Run 1, layout detail:
Region (55, 28) to (80, 53) microns. Cells in gray, sequential cells in the stronger gray; small squares are vias.
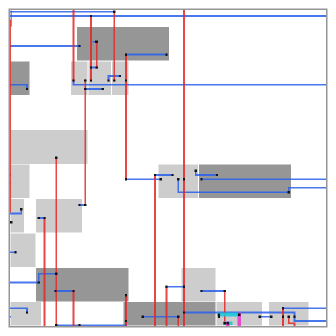
Run 1, placed cells, one color a class:
Drawn at 3 px/micron.
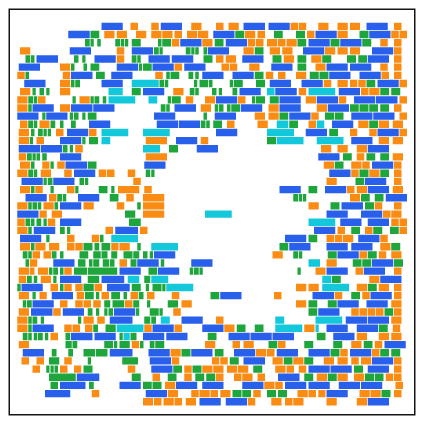
Run 1, routing congestion map:
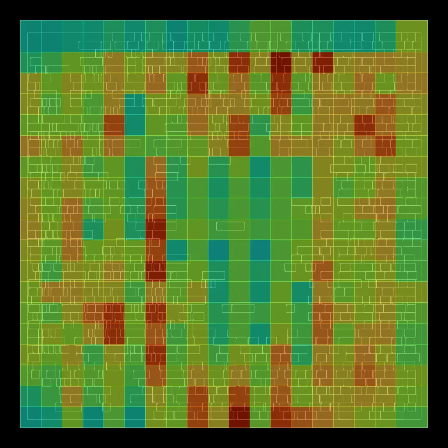
**config.mk**
```make
export PLATFORM = sky130hd
export DESIGN_NAME = sdft_bin_scheduler_flat
export DESIGN_NICKNAME = d
export VERILOG_FILES = /design/src/rtl/sdft_bin_scheduler_if.sv /design/src/rtl/sdft_bin_scheduler.sv /design/src/flat_wrapper.sv
export SDC_FILE = /design/constraint.sdc
export NUM_CORES = 1
export LEC_CHECK = 0
export CAP_MARGIN = 20
export CORE_MARGIN = 2
export CORE_UTILIZATION = 36
export DETAILED_ROUTE_END_ITERATION = 10
export GPL_ROUTABILITY_DRIVEN = 1
export PLACE_DENSITY = 0.81
export SLEW_MARGIN = 10
export SYNTH_ARGS = -nofsm -noshare
export SYNTH_HDL_FRONTEND = slang
export SYNTH_SLANG_ARGS = --single-unit
```
**constraint.sdc**
```tcl
create_clock -name clk -period 1.7 [get_ports clk]
set_input_delay 0.34 -clock clk [delete_from_list [all_inputs] [get_ports clk]]
set_output_delay 0.34 -clock clk [all_outputs]
set_load 0.05 [all_outputs]
```
**src/rtl/sdft_bin_scheduler_if.sv**
```systemverilog
// Signal bundle between the SDFT bin scheduler and its sample source,
// bin memory, twiddle ROM and update engine.
interface sdft_bin_scheduler_if #(
  parameter int unsigned AW = 4
);
  localparam int unsigned DW = 24;

  logic          sample_valid;
  logic [DW-1:0] delta;
  logic          busy;
  logic          frame_done;
  logic          overrun;
  logic          err;
  logic          rd_en;
  logic [AW-1:0] bin_addr;
  logic [DW-1:0] rd_real;
  logic [DW-1:0] rd_imag;
  logic [DW-1:0] tw_real;
  logic [DW-1:0] tw_imag;
  logic [DW-1:0] op_real;
  logic [DW-1:0] op_imag;
  logic [DW-1:0] op_delta;
  logic [DW-1:0] op_tw_real;
  logic [DW-1:0] op_tw_imag;
  logic          eng_en;
  logic          eng_done;
  logic [DW-1:0] eng_out;
  logic          wr_en;
  logic [DW-1:0] wr_data;

  modport master (
    input  sample_valid, delta, rd_real, rd_imag, tw_real, tw_imag, eng_done, eng_out,
    output busy, frame_done, overrun, err, rd_en, bin_addr,
           op_real, op_imag, op_delta, op_tw_real, op_tw_imag, eng_en, wr_en, wr_data
  );

  modport slave (
    output sample_valid, delta, rd_real, rd_imag, tw_real, tw_imag, eng_done, eng_out,
    input  busy, frame_done, overrun, err, rd_en, bin_addr,
           op_real, op_imag, op_delta, op_tw_real, op_tw_imag, eng_en, wr_en, wr_data
  );
endinterface

```
**src/rtl/sdft_bin_scheduler.sv**
```systemverilog
// Sequences one sliding-DFT update per bin for each accepted sample:
// read bin and twiddle, issue to the engine, wait for its result, write back.
module sdft_bin_scheduler #(
  parameter int unsigned NBINS   = 16,
  parameter int unsigned AW      = 4,
  parameter int unsigned TIMEOUT = 64
) (
  input  logic                clk,
  input  logic                rst,
  sdft_bin_scheduler_if.master bus
);
  localparam int unsigned   DW       = 24;
  localparam int unsigned   CW       = $clog2(TIMEOUT + 1);
  localparam logic [AW-1:0] LAST_BIN = AW'(NBINS - 1);
  localparam logic [CW-1:0] TO_LAST  = CW'(TIMEOUT - 1);

  typedef enum logic [2:0] {
    S_IDLE, S_READ, S_ISSUE, S_WAIT, S_WRITE, S_DONE
  } state_t;

  state_t        state;
  state_t        state_n;
  logic [DW-1:0] delta_q;
  logic [CW-1:0] to_cnt;

  logic          timeout;
  logic          last_bin;
  logic          busy_d;
  logic          rd_en_d;
  logic          eng_en_d;
  logic          wr_en_d;
  logic          frame_done_d;
  logic          overrun_d;
  logic          err_d;
  logic [AW-1:0] bin_addr_d;
  logic [CW-1:0] to_cnt_d;
  logic [DW-1:0] delta_d;
  logic [DW-1:0] wr_data_d;

  // Timeout fires on the last permitted WAIT cycle only if the engine stays silent.
  assign timeout  = (state == S_WAIT) && !bus.eng_done && (to_cnt == TO_LAST);
  assign last_bin = (bus.bin_addr == LAST_BIN);

  always_ff @(posedge clk) begin
    if (rst) state <= S_IDLE;
    else     state <= state_n;
  end

  always_comb begin
    state_n = state;
    case (state)
      S_IDLE:  if (bus.sample_valid) state_n = S_READ;
      S_READ:  state_n = S_ISSUE;
      S_ISSUE: state_n = S_WAIT;
      S_WAIT: begin
        if (bus.eng_done)  state_n = S_WRITE;
        else if (timeout)  state_n = last_bin ? S_DONE : S_READ;
      end
      S_WRITE: state_n = last_bin ? S_DONE : S_READ;
      S_DONE:  state_n = S_IDLE;
      default: state_n = S_IDLE;
    endcase
  end

  // Next values of the registered outputs; strobes line up with the state they belong to.
  always_comb begin
    busy_d       = (state_n != S_IDLE);
    rd_en_d      = (state_n == S_READ);
    eng_en_d     = (state == S_ISSUE);
    wr_en_d      = (state_n == S_WRITE);
    frame_done_d = (state_n == S_DONE);
    overrun_d    = bus.sample_valid && (state != S_IDLE) && !bus.overrun;
    err_d        = bus.err || timeout;
    bin_addr_d   = bus.bin_addr;
    to_cnt_d     = to_cnt;
    delta_d      = delta_q;
    wr_data_d    = bus.wr_data;

    if (state == S_IDLE || state == S_DONE) bin_addr_d = '0;
    else if (state_n == S_READ)             bin_addr_d = bus.bin_addr + AW'(1);

    if (state == S_ISSUE)                      to_cnt_d = '0;
    else if (state == S_WAIT && !bus.eng_done) to_cnt_d = to_cnt + CW'(1);

    if (state == S_IDLE && bus.sample_valid) delta_d = bus.delta;
    if (state == S_WAIT && bus.eng_done)     wr_data_d = bus.eng_out;
  end

  always_ff @(posedge clk) begin
    if (rst) begin
      bus.busy       <= 1'b0;
      bus.rd_en      <= 1'b0;
      bus.eng_en     <= 1'b0;
      bus.wr_en      <= 1'b0;
      bus.frame_done <= 1'b0;
      bus.overrun    <= 1'b0;
      bus.err        <= 1'b0;
      bus.bin_addr   <= '0;
      bus.wr_data    <= '0;
      bus.op_real    <= '0;
      bus.op_imag    <= '0;
      bus.op_delta   <= '0;
      bus.op_tw_real <= '0;
      bus.op_tw_imag <= '0;
      to_cnt         <= '0;
      delta_q        <= '0;
    end else begin
      bus.busy       <= busy_d;
      bus.rd_en      <= rd_en_d;
      bus.eng_en     <= eng_en_d;
      bus.wr_en      <= wr_en_d;
      bus.frame_done <= frame_done_d;
      bus.overrun    <= overrun_d;
      bus.err        <= err_d;
      bus.bin_addr   <= bin_addr_d;
      bus.wr_data    <= wr_data_d;
      to_cnt         <= to_cnt_d;
      delta_q        <= delta_d;
      if (state == S_ISSUE) begin
        bus.op_real    <= bus.rd_real;
        bus.op_imag    <= bus.rd_imag;
        bus.op_delta   <= delta_q;
        bus.op_tw_real <= bus.tw_real;
        bus.op_tw_imag <= bus.tw_imag;
      end
    end
  end
endmodule

```
**src/flat_wrapper.sv**
```systemverilog
// flat-port wrapper written by rule: the top's interface ports become plain ports
module sdft_bin_scheduler_flat 
#(
  parameter int unsigned NBINS   = 16,
  parameter int unsigned AW      = 4,
  parameter int unsigned TIMEOUT = 64
)
  (clk, rst, bus_sample_valid, bus_delta, bus_rd_real, bus_rd_imag, bus_tw_real, bus_tw_imag, bus_eng_done, bus_eng_out, bus_busy, bus_frame_done, bus_overrun, bus_err, bus_rd_en, bus_bin_addr, bus_op_real, bus_op_imag, bus_op_delta, bus_op_tw_real, bus_op_tw_imag, bus_eng_en, bus_wr_en, bus_wr_data);
  sdft_bin_scheduler_if #(.AW(AW)) bus_i ();
  input  logic clk;
  input  logic rst;
  input wire logic [$bits(bus_i.sample_valid)-1:0] bus_sample_valid;
  input wire logic [$bits(bus_i.delta)-1:0] bus_delta;
  input wire logic [$bits(bus_i.rd_real)-1:0] bus_rd_real;
  input wire logic [$bits(bus_i.rd_imag)-1:0] bus_rd_imag;
  input wire logic [$bits(bus_i.tw_real)-1:0] bus_tw_real;
  input wire logic [$bits(bus_i.tw_imag)-1:0] bus_tw_imag;
  input wire logic [$bits(bus_i.eng_done)-1:0] bus_eng_done;
  input wire logic [$bits(bus_i.eng_out)-1:0] bus_eng_out;
  output wire logic [$bits(bus_i.busy)-1:0] bus_busy;
  output wire logic [$bits(bus_i.frame_done)-1:0] bus_frame_done;
  output wire logic [$bits(bus_i.overrun)-1:0] bus_overrun;
  output wire logic [$bits(bus_i.err)-1:0] bus_err;
  output wire logic [$bits(bus_i.rd_en)-1:0] bus_rd_en;
  output wire logic [$bits(bus_i.bin_addr)-1:0] bus_bin_addr;
  output wire logic [$bits(bus_i.op_real)-1:0] bus_op_real;
  output wire logic [$bits(bus_i.op_imag)-1:0] bus_op_imag;
  output wire logic [$bits(bus_i.op_delta)-1:0] bus_op_delta;
  output wire logic [$bits(bus_i.op_tw_real)-1:0] bus_op_tw_real;
  output wire logic [$bits(bus_i.op_tw_imag)-1:0] bus_op_tw_imag;
  output wire logic [$bits(bus_i.eng_en)-1:0] bus_eng_en;
  output wire logic [$bits(bus_i.wr_en)-1:0] bus_wr_en;
  output wire logic [$bits(bus_i.wr_data)-1:0] bus_wr_data;
  assign bus_i.sample_valid = bus_sample_valid;
  assign bus_i.delta = bus_delta;
  assign bus_i.rd_real = bus_rd_real;
  assign bus_i.rd_imag = bus_rd_imag;
  assign bus_i.tw_real = bus_tw_real;
  assign bus_i.tw_imag = bus_tw_imag;
  assign bus_i.eng_done = bus_eng_done;
  assign bus_i.eng_out = bus_eng_out;
  assign bus_busy = bus_i.busy;
  assign bus_frame_done = bus_i.frame_done;
  assign bus_overrun = bus_i.overrun;
  assign bus_err = bus_i.err;
  assign bus_rd_en = bus_i.rd_en;
  assign bus_bin_addr = bus_i.bin_addr;
  assign bus_op_real = bus_i.op_real;
  assign bus_op_imag = bus_i.op_imag;
  assign bus_op_delta = bus_i.op_delta;
  assign bus_op_tw_real = bus_i.op_tw_real;
  assign bus_op_tw_imag = bus_i.op_tw_imag;
  assign bus_eng_en = bus_i.eng_en;
  assign bus_wr_en = bus_i.wr_en;
  assign bus_wr_data = bus_i.wr_data;
  sdft_bin_scheduler #(.NBINS(NBINS), .AW(AW), .TIMEOUT(TIMEOUT)) u_core (.clk(clk), .rst(rst), .bus(bus_i));
endmodule
```
==> out/metrics.yaml, run 1 <==
status: "finished clean"
crit_chain: "ha_4 -> and3_4 -> a31o_1 -> nand4bb_4 -> or3_4 -> a21oi_2"
comb_area_sq_mm: 0.00222
h-tree-depth: 4
rrSetupSlack_ns: 0.02
drt-total-wl_microns: 18300
synth-cells-yosys: 581
swShare_pct: 34.7
nFillCells: 1395
synth-async-reset-ratio_pct: 0
crit_path_end_kind: "flop"
relSlewSlack_pct: 67.1
rsz0062_at_grt: "yes"
fp_nets: 731
root_buffer: "clkbuf_16"
flop_area_sq_mm: 0.00380
grt_max_degree: 74
fin_crit_ns: 1.68
irDropWorstVdd_uv: 792
finalClockSkew_ns: 0.0110
r2r_cells: 6
worstSetupPathDepth: 6
grt_util_all_layers_pct: 19.6
top_area_share_pct: 61.6
cp_slowest_stage_delay_ns: 0.40
ant_nets: 0
post-dp-hpwl_microns: 13300
r2r_end: "u_core.bus.bin_addr[2]"
clock.latency.late_pin_ns: 0.43
gr-total-overflow: 0
avgSynthCellArea_sq_um: 10.6
die_area_sq_mm: 0.0181
ys_seq_share_pct: 61.6
finalSetupViolCount: 0
top_cells_by_area: "dfxtp_1, a22o_1, nand2_1"
critPathCapture: "u_core.bus.bin_addr[2]"
pwr-share-clk_pct: 30.5
diodes: 0
max_freq_ghz: 0.594
yosys_area_sq_mm: 0.00615
power_frac_seq_pct: 41.1
floorplan.core_util_pct: 36.9
fin_nets: 1045
combPwrFrac_pct: 28.4
cts_hold_buf: 0
synth_area_sq_mm: 0.00615
p_int_mw: 8.20
dp_cells: 1094
viasPerCell: 4.92
critPathTopFamily: "simple AND/OR/NAND/NOR gates"
edf_count: 0
crit_slowest_cell: "or3_4"
grt_pass1_vias: 5417
p_switching_mw: 4.35
drcViolationCount: 0
route.met3.wl_microns: 1550
wl_met2_microns: 9080
clk_pin_slew_ns: 0.07
synthCells: 581
startpoint_type: "flop"
hp-class: "input pin to flop"
drt-pass1-iter-count: 4
cts_tree: "done"
power_density_mw_per_mm2: 1270
antenna_found_initial: 0
drive_gt1_share_pct: 27.8
top_layer: "met4"
holdWs_ns: 0.270
clockBufferDepth: 2
core.rowCount: 47
yosysTopAreaCell: "dfxtp_1"
About 'layout detail':
legend:
  red:
    layer: metal 2
  cyan:
    layer: metal 3
  magenta:
    layer: metal 4
  blue:
    layer: metal 1
cells with their middle in the window: 16
sequential cells in the window: 4
most frequent: buf_4 (4), dfxtp_1 (4)
netlist names of flops here include: `u_core.bus.op_real` (2)

About 'placed cells, one color a class':
legend:
  green:
    class: combinational and other logic
    cells: 344
    share_of_their_area: 23%
  blue:
    class: sequential cells
    cells: 189
    share_of_their_area: 40%
  orange:
    class: remaining buffers and delay cells
    cells: 343
    share_of_their_area: 31%
  cyan:
    class: clock drivers and dummy loads
    cells: 32
    share_of_their_area: 6.0%
Finished Core Util: 59.4%
Final Cell Area: 0.00989 sq mm
core footprint: 0.0166 sq mm

About 'routing congestion map':
Most Used Layer, Global Route: met2
routed length per instance: 16.2 microns
M3 GR Usage: 6.87%
grt met1 use: 22.6%

run 1: cells in the final DEF (no fill, tap or decap), types with 2 or more instances in the layout:
cell	count
dfxtp_4	2
xor2_1	6
a21oi_1	51
and3_1	2
clkdlybuf4s50_1	146
clkinv_8	2
buf_4	190
inv_8	3
or2_2	2
nand2b_1	2
a22o_1	120
clkinvlp_4	2
and2_4	2
or3_1	2
clkbuf_16	17
mux2i_1	2
dfxtp_1	181
dfxtp_2	6
inv_1	2
nor3_1	4
nor2_1	16
nand2_1	100
and4b_1	2
nand3_1	2
clkinv_4	4
buf_12	6
o21ai_0	4
run 1: layout make-up:
cell class,instances,area share (%)
inverters,2,0.0759
flip-flops and latches,189,38.4
clock buffers,19,4.48
repair buffers,343,30.5
clock inverters,13,1.33
multi-input cells,342,22.4
well taps,220,2.78
run 1: cells by family after synthesis:
group	Yosys count	synth area share (%)
flip-flops	189	61.6
AND-OR/OR-AND	184	22.7
AND/OR/NAND/NOR	147	10.5
buffers and inverters	50	3.52
XOR/XNOR	7	0.998
multiplexers	2	0.326
adder cells (fa/ha/maj)	2	0.407
run 1: how the worst min path moves through the flow:
| stage | startpoint | end | depth (start not counted) |
|---|---|---|---|
| 2_1_floorplan | rst | u_core.state[2] | 1 |
| 5_1_grt | rst | u_core.delta_q[20] | 2 |
| 3_5_place_dp | u_core.bus.overrun | u_core.bus.overrun | 1 |
| 4_1_cts | rst | u_core.delta_q[22] | 2 |
| 6_report | rst | u_core.delta_q[20] | 2 |
| 3_3_place_gp | u_core.bus.overrun | u_core.bus.overrun | 1 |
run 1: sequential cells by signal, indices dropped and copies added, names as in the netlist:
register	cells
u_core.bus.wr_en	1
u_core.bus.op_delta	24
u_core.bus.bin_addr	4
u_core.bus.op_imag	24
u_core.bus.wr_data	24
u_core.state	3
u_core.bus.op_tw_real	24
u_core.bus.err	1
u_core.bus.overrun	1
u_core.bus.rd_en	1
u_core.delta_q	24
u_core.bus.eng_en	1
u_core.to_cnt	7
u_core.bus.frame_done	1
u_core.bus.op_tw_imag	24
u_core.bus.op_real	24
u_core.bus.busy	1
run 1: power by group through the flow:
stage / registers, mW / logic [mW] / clock network [mW]
CTS: 5.15 / 3.56 / 3.91
detailed placement: 5.25 / 3.53 / 0
floorplan: 6.50 / 0.891 / 0
global placement: 5.23 / 3.51 / 0
global route: 5.21 / 3.76 / 4.08
finish: 5.16 / 3.57 / 3.82
run 1: what timing repair did:
item | CTS | global route
buffers inserted | 0 | 2
gates resized | 2 | 14
pin swaps | 0 | 2
setup endpoints to repair | 4 | 132
run 1: synthesized netlist by cell type (all sizes together), types with 2 or more instances:
cell type and count:
inv 2, and4b 2, nor2 18, clkbuf 34, o21bai 2, or3 3
and2 2, xor2 6, buf 14, nand2b 2, o21ai 4, nand2 100
and3 3, nor3 5, a21oi 52, or2 3, nand3 2, a22o 120
ha 2, dfxtp 189, mux2i 2
run 1: through the flow:
stage,TNS [ns],setup WS (ns),total power [mW]
global placement,-2.29,-0.390,8.73
detailed placement,-3.04,-0.472,8.78
global route,-0.0675,-0.0423,13.1
CTS,0,0.0180,12.6
floorplan,-0.0347,-0.0200,7.39
finish,0,0.0157,12.6
--- run 2 (diff from run 1) ---
ABC_AREA = 0   (was unset)
Run 2, selected gate families:
Drawn at 2 px/micron.
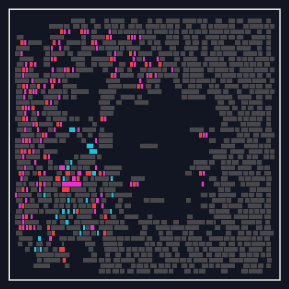
legend:
  red:
    family: aoi and oai cells
    cells: 61
    most_used: a21oi_1
  magenta:
    family: nand cells
    cells: 107
    most_used: nand2_1
  cyan:
    family: nor cells
    cells: 24
    most_used: nor2_1
post-route insts no fill: 1128
Commonest Layout Cell: buf_4
Comb/total area: 22.4%

==> run 2 against run 1 <==
Register-to-register slack is essentially flat. Synthesized cell count is the same. Die size is the same. Sequential power is essentially flat. Largest power group unchanged.
==> out/metrics.yaml, run 2 <==
yosys.area_share.simple_pct: 10.5
utilization_pct: 59.4
synth-async-reset-ratio_pct: 0
antenna_found_initial: 0
top_logic_kind: "AND-OR/OR-AND gates"
cts_tree: "done"
drive_gt1_share_pct: 27.8
drt-pass1-iter-count: 4
core.rowCount: 47
final_area_sq_mm: 0.00989
yosys_area_sq_mm: 0.00615
fin_crit_ns: 1.68
power_density_mw_per_mm2: 1270
top_area_share_pct: 61.6
combPwrFrac_pct: 28.4
grt_pass1_vias: 5417
swShare_pct: 34.7
root_buffer: "clkbuf_16"
h-tree-depth: 4
edf_count: 0
top_cells_by_count: "dfxtp_1, a22o_1, nand2_1, a21oi_1, clkbuf_1"
top_cells_by_area: "dfxtp_1, a22o_1, nand2_1"
ant_nets: 0
status: "finished clean"
crit_path_end_kind: "flop"
hp-class: "input pin to flop"
viasPerCell: 4.92
yosysTopAreaCell: "dfxtp_1"
compound_area_share_pct: 22.7
holdWs_ns: 0.270
grt_max_degree: 74
nFillCells: 1395
synth_area_sq_mm: 0.00615
die_area_sq_mm: 0.0181
gr-total-overflow: 0
synthCells: 581
top_cell: "dfxtp_1"
irDropWorstVdd_uv: 792
clockBufferDepth: 2
p_int_mw: 8.20
finalClockSkew_ns: 0.0110
drt-total-wl_microns: 18300
mostFrequentLayoutCells: "buf_4, dfxtp_1, clkdlybuf4s50_1"
diodes: 0
xor_share_pct: 0.998
startpoint_type: "flop"
ys_seq_share_pct: 61.6
adder_share_pct: 0.407
ys_sh_mux_pct: 0.326
totalPowerFinal_mw: 12.6
p_switching_mw: 4.35
fin_nets: 1045
synth-cells-yosys: 581
avgSynthCellArea_sq_um: 10.6
post-dp-hpwl_microns: 13300
core-area_sq_mm: 0.0166
rsz0062_at_grt: "yes"
relSlewSlack_pct: 67.1
finalSetupViolCount: 0
floorplan.core_util_pct: 36.9
Run 2, routing congestion map:
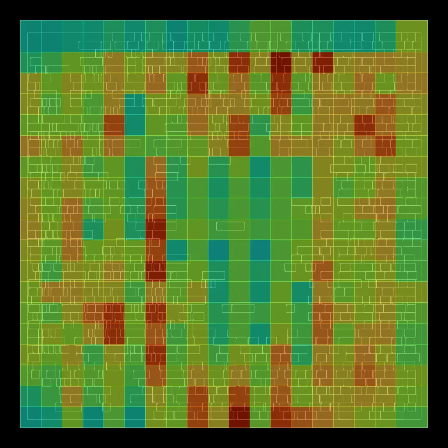
Total GRT Usage: 19.6%
met2 GRT Util: 33.9%

[run 2: cell counts in the layout (fill, tap and decap cells not counted)]
Identical to the previous run, type by type.
[run 2: critical path, cell delays in order, from the launching register on]
cell       delay [ns]
dfxtp_4          0.35
ha_4             0.15
and3_4           0.18
a31o_1           0.19
nand4bb_4        0.24
or3_4            0.40
a21oi_2          0.11
[run 2: power by group through the flow]
stage	clock network, mW	registers [mW]	logic (mW)
floorplan	0	6.50	0.891
global placement	0	5.23	3.51
detailed placement	0	5.25	3.53
CTS	3.91	5.15	3.56
global route	4.08	5.21	3.76
finish	3.82	5.16	3.57
[run 2: layout make-up]
type | count | area [sq um] | area share [%]
Tap cell | 220 | 275 | 2.78
Multi-Input combinational cell | 342 | 2220 | 22.4
Clock buffer | 19 | 443 | 4.48
Sequential cell | 189 | 3800 | 38.4
Clock inverter | 13 | 131 | 1.33
Inverter | 2 | 7.51 | 0.0759
Timing Repair Buffer | 343 | 3010 | 30.5
[run 2: cell families after synthesis]
logic type / count (synthesis)
AOI/OAI and AO/OA: 184
xor gates and xnor gates: 7
DFF: 189
adders and majority gates: 2
and+or+nand+nor: 147
muxes: 2
buffers and inverters: 50
[run 2: routing by layer]
| layer | global-route usage (%) | vias up | share of wire (%) |
|---|---|---|---|
| met2 | 33.9 | 229 | 50 |
| met5 | 0 | - | 0 |
| met1 | 22.6 | 2603 | 40 |
| met3 | 6.87 | 22 | 8.5 |
| met4 | 6.26 | 0 | 1.8 |
| li1 | - | 2701 | - |
[run 2: worst paths after layout]
path,start,endpoint,slack (ns),cells after the start
setup reg to reg,u_core.bus.bin_addr[1],u_core.bus.bin_addr[2],0.02,6
hold reg to reg,u_core.bus.overrun,u_core.bus.overrun,0.43,1
hold / removal,rst,u_core.delta_q[20],0.27,2
setup / recovery,u_core.bus.bin_addr[1],u_core.bus.bin_addr[2],0.02,6
[run 2: through the flow]
stage                     worst slack, ns  std cells
final                              0.0157       1128
after global routing              -0.0423       1128
after CTS                          0.0180       1126
after global placement             -0.390       1094
after floorplan                   -0.0200        581
after detailed placement           -0.472       1094
[run 2: what timing repair did]
action	4_1_cts	5_1_grt
buffers inserted	0	2
cloned	0	0
gates resized	2	14
pin swaps	0	2
setup endpoints to repair	4	132
Power and IR drop assume default switching activity.
